## src/rtl/control_seq_unit_if.sv

```systemverilog
// Instruction-memory fetch handshake between control_seq_unit (master) and imem (slave).
interface control_seq_unit_if #(
    parameter int BITS   = 16,
    parameter int DTBITS = 11
);
    logic [BITS-1:0]   i_Data;
    logic              i_valid;
    logic              o_fetch;
    logic [DTBITS-1:0] o_Addr;

    modport master (input i_Data, i_valid, output o_fetch, o_Addr);
    modport slave  (output i_Data, i_valid, input o_fetch, o_Addr);
endinterface

```

## src/rtl/control_seq_unit.sv

```systemverilog
// Multi-cycle accumulator-CPU control unit: FETCH -> EXEC sequencing, opcode decode to datapath strobes.
// Optional return stack enabled by defining CALL_STACK_EN.
module control_seq_unit #(
    parameter int BITS        = 16,
    parameter int OPBITS      = 5,
    parameter int DTBITS      = BITS - OPBITS,
    parameter int STACK_DEPTH = 4
) (
    input  logic               i_clk,
    input  logic               i_rst,
    control_seq_unit_if.master imem,
    input  logic               i_acc_zero,
    output logic [DTBITS-1:0]  o_Data,
    output logic [1:0]         sel_A,
    output logic               sel_B,
    output logic               o_op,
    output logic               w_acc,
    output logic               w_ram,
    output logic               r_ram,
    output logic               h_flg,
    output logic               o_err
);
    typedef enum logic [1:0] {ST_FETCH = 2'd0, ST_EXEC = 2'd1, ST_HALT = 2'd2} state_t;

    localparam logic [OPBITS-1:0] OP_HLT  = OPBITS'(0);
    localparam logic [OPBITS-1:0] OP_STO  = OPBITS'(1);
    localparam logic [OPBITS-1:0] OP_LD   = OPBITS'(2);
    localparam logic [OPBITS-1:0] OP_LDI  = OPBITS'(3);
    localparam logic [OPBITS-1:0] OP_ADD  = OPBITS'(4);
    localparam logic [OPBITS-1:0] OP_ADDI = OPBITS'(5);
    localparam logic [OPBITS-1:0] OP_SUB  = OPBITS'(6);
    localparam logic [OPBITS-1:0] OP_SUBI = OPBITS'(7);
    localparam logic [OPBITS-1:0] OP_JMP  = OPBITS'(8);
    localparam logic [OPBITS-1:0] OP_BEQ  = OPBITS'(9);
    localparam logic [OPBITS-1:0] OP_BNE  = OPBITS'(10);

    state_t              r_state, w_nstate;
    logic [DTBITS-1:0]   r_pc, w_npc, w_pc_inc, w_opnd;
    logic [BITS-1:0]     r_ir;
    logic [OPBITS-1:0]   w_opc;
    logic                r_err, w_err_set, w_fetch;

`ifdef CALL_STACK_EN
    localparam logic [OPBITS-1:0] OP_CALL = OPBITS'(11);
    localparam logic [OPBITS-1:0] OP_RET  = OPBITS'(12);
    localparam int SPW = $clog2(STACK_DEPTH + 1);
    localparam int IW  = (STACK_DEPTH > 1) ? $clog2(STACK_DEPTH) : 1;

    logic [DTBITS-1:0] r_stack [STACK_DEPTH];
    logic [SPW-1:0]    r_sp;
    logic [IW-1:0]     w_wr_idx, w_rd_idx;
    logic              w_push, w_pop;

    assign w_wr_idx = IW'(r_sp);
    assign w_rd_idx = IW'(r_sp - 1'b1);
`endif

    assign w_opc        = r_ir[BITS-1 -: OPBITS];
    assign w_opnd       = r_ir[DTBITS-1:0];
    assign w_pc_inc     = r_pc + 1'b1;
    assign o_Data       = w_opnd;
    assign o_err        = r_err;
    assign imem.o_Addr  = r_pc;
    assign imem.o_fetch = w_fetch;

    always_comb begin
        w_nstate  = r_state;
        w_npc     = r_pc;
        w_err_set = 1'b0;
        w_fetch   = 1'b0;
        sel_A     = 2'd0;
        sel_B     = 1'b0;
        o_op      = 1'b0;
        w_acc     = 1'b0;
        w_ram     = 1'b0;
        r_ram     = 1'b0;
        h_flg     = 1'b0;
`ifdef CALL_STACK_EN
        w_push    = 1'b0;
        w_pop     = 1'b0;
`endif
        unique case (r_state)
            ST_FETCH: begin
                w_fetch = 1'b1;
                if (imem.i_valid) w_nstate = ST_EXEC;
            end
            ST_EXEC: begin
                w_nstate = ST_FETCH;
                w_npc    = w_pc_inc;
                case (w_opc)
                    OP_HLT:  begin w_nstate = ST_HALT; w_npc = r_pc; end
                    OP_STO:  w_ram = 1'b1;
                    OP_LD:   begin r_ram = 1'b1; w_acc = 1'b1; end
                    OP_LDI:  begin sel_A = 2'd1; w_acc = 1'b1; end
                    OP_ADD:  begin r_ram = 1'b1; sel_A = 2'd2; w_acc = 1'b1; end
                    OP_ADDI: begin sel_A = 2'd2; sel_B = 1'b1; w_acc = 1'b1; end
                    OP_SUB:  begin r_ram = 1'b1; sel_A = 2'd2; o_op = 1'b1; w_acc = 1'b1; end
                    OP_SUBI: begin sel_A = 2'd2; sel_B = 1'b1; o_op = 1'b1; w_acc = 1'b1; end
                    OP_JMP:  w_npc = w_opnd;
                    OP_BEQ:  if (i_acc_zero)  w_npc = w_opnd;
                    OP_BNE:  if (!i_acc_zero) w_npc = w_opnd;
`ifdef CALL_STACK_EN
                    // Stack faults are fatal: halt with PC left on the faulting instruction.
                    OP_CALL: begin
                        if (r_sp == SPW'(STACK_DEPTH)) begin
                            w_err_set = 1'b1; w_nstate = ST_HALT; w_npc = r_pc;
                        end else begin
                            w_push = 1'b1; w_npc = w_opnd;
                        end
                    end
                    OP_RET: begin
                        if (r_sp == '0) begin
                            w_err_set = 1'b1; w_nstate = ST_HALT; w_npc = r_pc;
                        end else begin
                            w_pop = 1'b1; w_npc = r_stack[w_rd_idx];
                        end
                    end
`endif
                    default: w_err_set = 1'b1;
                endcase
            end
            ST_HALT: h_flg = 1'b1;
            default: w_nstate = ST_FETCH;
        endcase
        if (i_rst) begin
            sel_A = 2'd0; sel_B = 1'b0; o_op  = 1'b0;
            w_acc = 1'b0; w_ram = 1'b0; r_ram = 1'b0; h_flg = 1'b0;
        end
    end

    always_ff @(posedge i_clk) begin
        if (i_rst) begin
            r_state <= ST_FETCH;
            r_pc    <= '0;
            r_ir    <= '0;
            r_err   <= 1'b0;
        end else begin
            r_state <= w_nstate;
            r_pc    <= w_npc;
            if (r_state == ST_FETCH && imem.i_valid) r_ir <= imem.i_Data;
            if (w_err_set) r_err <= 1'b1;
        end
    end

`ifdef CALL_STACK_EN
    always_ff @(posedge i_clk) begin
        if (i_rst) begin
            r_sp <= '0;
        end else if (w_push) begin
            r_stack[w_wr_idx] <= w_pc_inc;
            r_sp              <= r_sp + 1'b1;
        end else if (w_pop) begin
            r_sp <= r_sp - 1'b1;
        end
    end
`endif
endmodule

```

## src/flat_wrapper.sv

```systemverilog
// flat-port wrapper written by rule: the top's interface ports become plain ports
module control_seq_unit_flat 
#(
    parameter int BITS        = 16,
    parameter int OPBITS      = 5,
    parameter int DTBITS      = BITS - OPBITS,
    parameter int STACK_DEPTH = 4
)
  (i_clk, i_rst, i_acc_zero, o_Data, sel_A, sel_B, o_op, w_acc, w_ram, r_ram, h_flg, o_err, imem_i_Data, imem_i_valid, imem_o_fetch, imem_o_Addr);
  control_seq_unit_if #(.BITS(BITS), .DTBITS(DTBITS)) imem_i ();
  input  logic i_clk;
  input  logic i_rst;
  input  logic i_acc_zero;
  output logic [DTBITS-1:0] o_Data;
  output logic [1:0] sel_A;
  output logic sel_B;
  output logic o_op;
  output logic w_acc;
  output logic w_ram;
  output logic r_ram;
  output logic h_flg;
  output logic o_err;
  input wire logic [$bits(imem_i.i_Data)-1:0] imem_i_Data;
  input wire logic [$bits(imem_i.i_valid)-1:0] imem_i_valid;
  output wire logic [$bits(imem_i.o_fetch)-1:0] imem_o_fetch;
  output wire logic [$bits(imem_i.o_Addr)-1:0] imem_o_Addr;
  assign imem_i.i_Data = imem_i_Data;
  assign imem_i.i_valid = imem_i_valid;
  assign imem_o_fetch = imem_i.o_fetch;
  assign imem_o_Addr = imem_i.o_Addr;
  control_seq_unit #(.BITS(BITS), .OPBITS(OPBITS), .DTBITS(DTBITS), .STACK_DEPTH(STACK_DEPTH)) u_core (.i_clk(i_clk), .i_rst(i_rst), .imem(imem_i), .i_acc_zero(i_acc_zero), .o_Data(o_Data), .sel_A(sel_A), .sel_B(sel_B), .o_op(o_op), .w_acc(w_acc), .w_ram(w_ram), .r_ram(r_ram), .h_flg(h_flg), .o_err(o_err));
endmodule
```

## config.mk

```make
export PLATFORM = sky130hd
export DESIGN_NAME = control_seq_unit_flat
export DESIGN_NICKNAME = d
export VERILOG_FILES = /design/src/rtl/control_seq_unit_if.sv /design/src/rtl/control_seq_unit.sv /design/src/flat_wrapper.sv
export SDC_FILE = /design/constraint.sdc
export NUM_CORES = 1
export LEC_CHECK = 0
export CAP_MARGIN = 20
export CORE_MARGIN = 10
export CORE_UTILIZATION = 40
export DETAILED_ROUTE_END_ITERATION = 8
export PLACE_DENSITY_LB_ADDON = 0.12
export SYNTH_ARGS = -nofsm -noshare
export SYNTH_HDL_FRONTEND = slang
export SYNTH_SLANG_ARGS = --single-unit
```

## constraint.sdc

```tcl
create_clock -name i_clk -period 1.6 [get_ports i_clk]
set_clock_uncertainty 0.2 [all_clocks]
set_input_delay 0.32 -clock i_clk [delete_from_list [all_inputs] [get_ports i_clk]]
set_output_delay 0.32 -clock i_clk [all_outputs]
set_load 0.05 [all_outputs]
```

==> images/sizing.png <==
Drawn at 6 px/um.
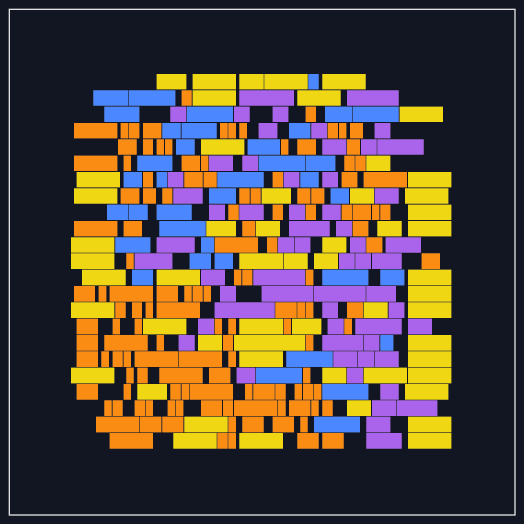
[orange] x1 and smaller | cells: 132
[yellow] x6 and larger | cells: 54
[blue] x2 | cells: 37
[purple] x3 and x4 | cells: 59
Non-clk bufs: 95
final setup margin: -0.594 ns

==> images/closeup.png <==
Window x 30 to 55, y 30 to 55 um. Cells in grey, sequential cells in the stronger grey; small squares are vias.
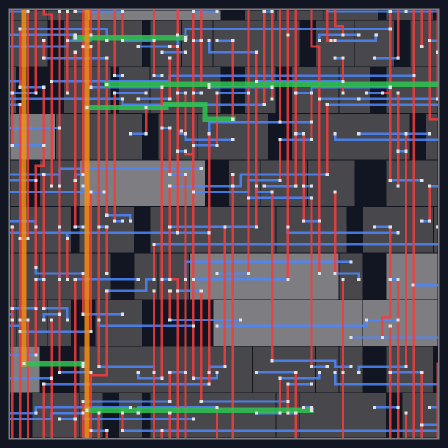
[green] M3
[orange] M4
[blue] M1
[red] M2
sequential cells in the window: 4
netlist names of flops here include: `u_core.r_ir` (2)
cells with their middle in the window: 51
most frequent: nand2_1 (8), buf_4 (8), a21oi_1 (6)

==> images/m2.png <==
Drawn at 4 px/um.
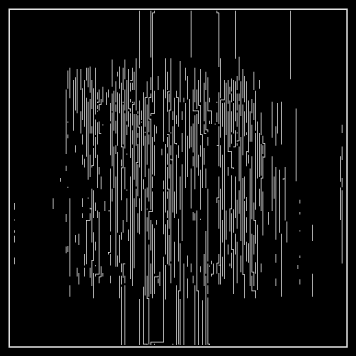
main direction: vertical
nets with wire on the layer: 278
longest straight run: 44.0 um

==> images/ff_map.png <==
Drawn at 4 px/um. Other sequential cells in the stronger grey, the rest of the logic in the fainter grey.
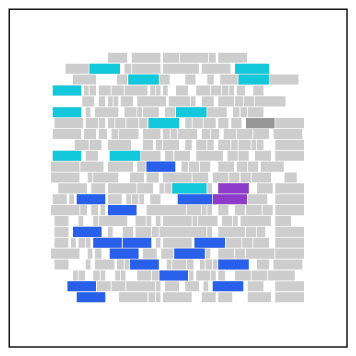
[cyan] `u_core.imem.o_Addr` | flops: 11
[purple] `u_core.r_state` | flops: 2
[blue] `u_core.r_ir` | flops: 16
not coloured: 1
Sequential Power: 0.837 mW
sequential cell area share: 19.6%
Final Util: 80.8%
Reg area: 629 um^2

==> flow_summary.ini <==
; flow metrics
[detailed_routing]
drcViolationCount = 0
wl_per_cell_um = 18.1

[timing]
worst_slack_ns = -0.594
whs_ns = 0.323
tns_ns = -5.15
max_slew_margin_pct = 76.8
finalSetupViolCount = 20

[logic_synthesis]
synthTopCellsByCount = 40 x nand2_1, 30 x a21oi_1, 30 x dfxtp_1
ys_sh_xor_pct = 0
synthAoiAreaFrac_pct = 26.0

[clock_tree]
cts_buffer_depth = 2
postCtsHoldBufs = 0
cts.sink_count = 30

[final_layout]
antenna-diode-count = 0
final_cell_area_um2 = 3210

[worst_setup_path]
crit_start = u_core.r_state[1]$_SDFFE_PP0P_

[run_status]
status = finished, violations left
violations = negative setup slack

[floorplanning]
chip_area_um2 = 7060

[min_path]
hold_start = u_core.imem.o_Addr[7]$_SDFFE_PP0P_

[global_routing]
grt_overflow_total = 0
top_usage_layer = met2

[place]
routabilityCongestion = 0.820
## report_power, final
part	switching, mW	total (mW)	internal (mW)
clock network	0.300	0.592	0.291
registers	0.0524	0.837	0.785
logic	0.345	0.698	0.354
## worst max-delay path, cell delays in order, from the launching register on
cell	delay [ns]
dfxtp_2	0.32
nand2b_4	0.14
or4_4	0.58
nor3_4	0.18
buf_12	0.16
## final cells by class
type                       count  area (um^2)  share of cell area, %
tap                           50         62.6                   1.95
sequential                    30          629                   19.6
multi-input combinational    144         1140                   35.4
clock inverter                 2         10.0                  0.312
timing repair buffer          95         1280                   39.9
clock buffer                   5         68.8                   2.14
inverter                       6         22.5                  0.701
## flip-flops by register name, summed over array words and instances, names as in the netlist
register	flops
u_core.r_ir	16
u_core.imem.o_Addr	11
u_core.r_state	2
u_core.o_err	1
Power figures rest on the tool's default switching activity, not on a simulated workload.
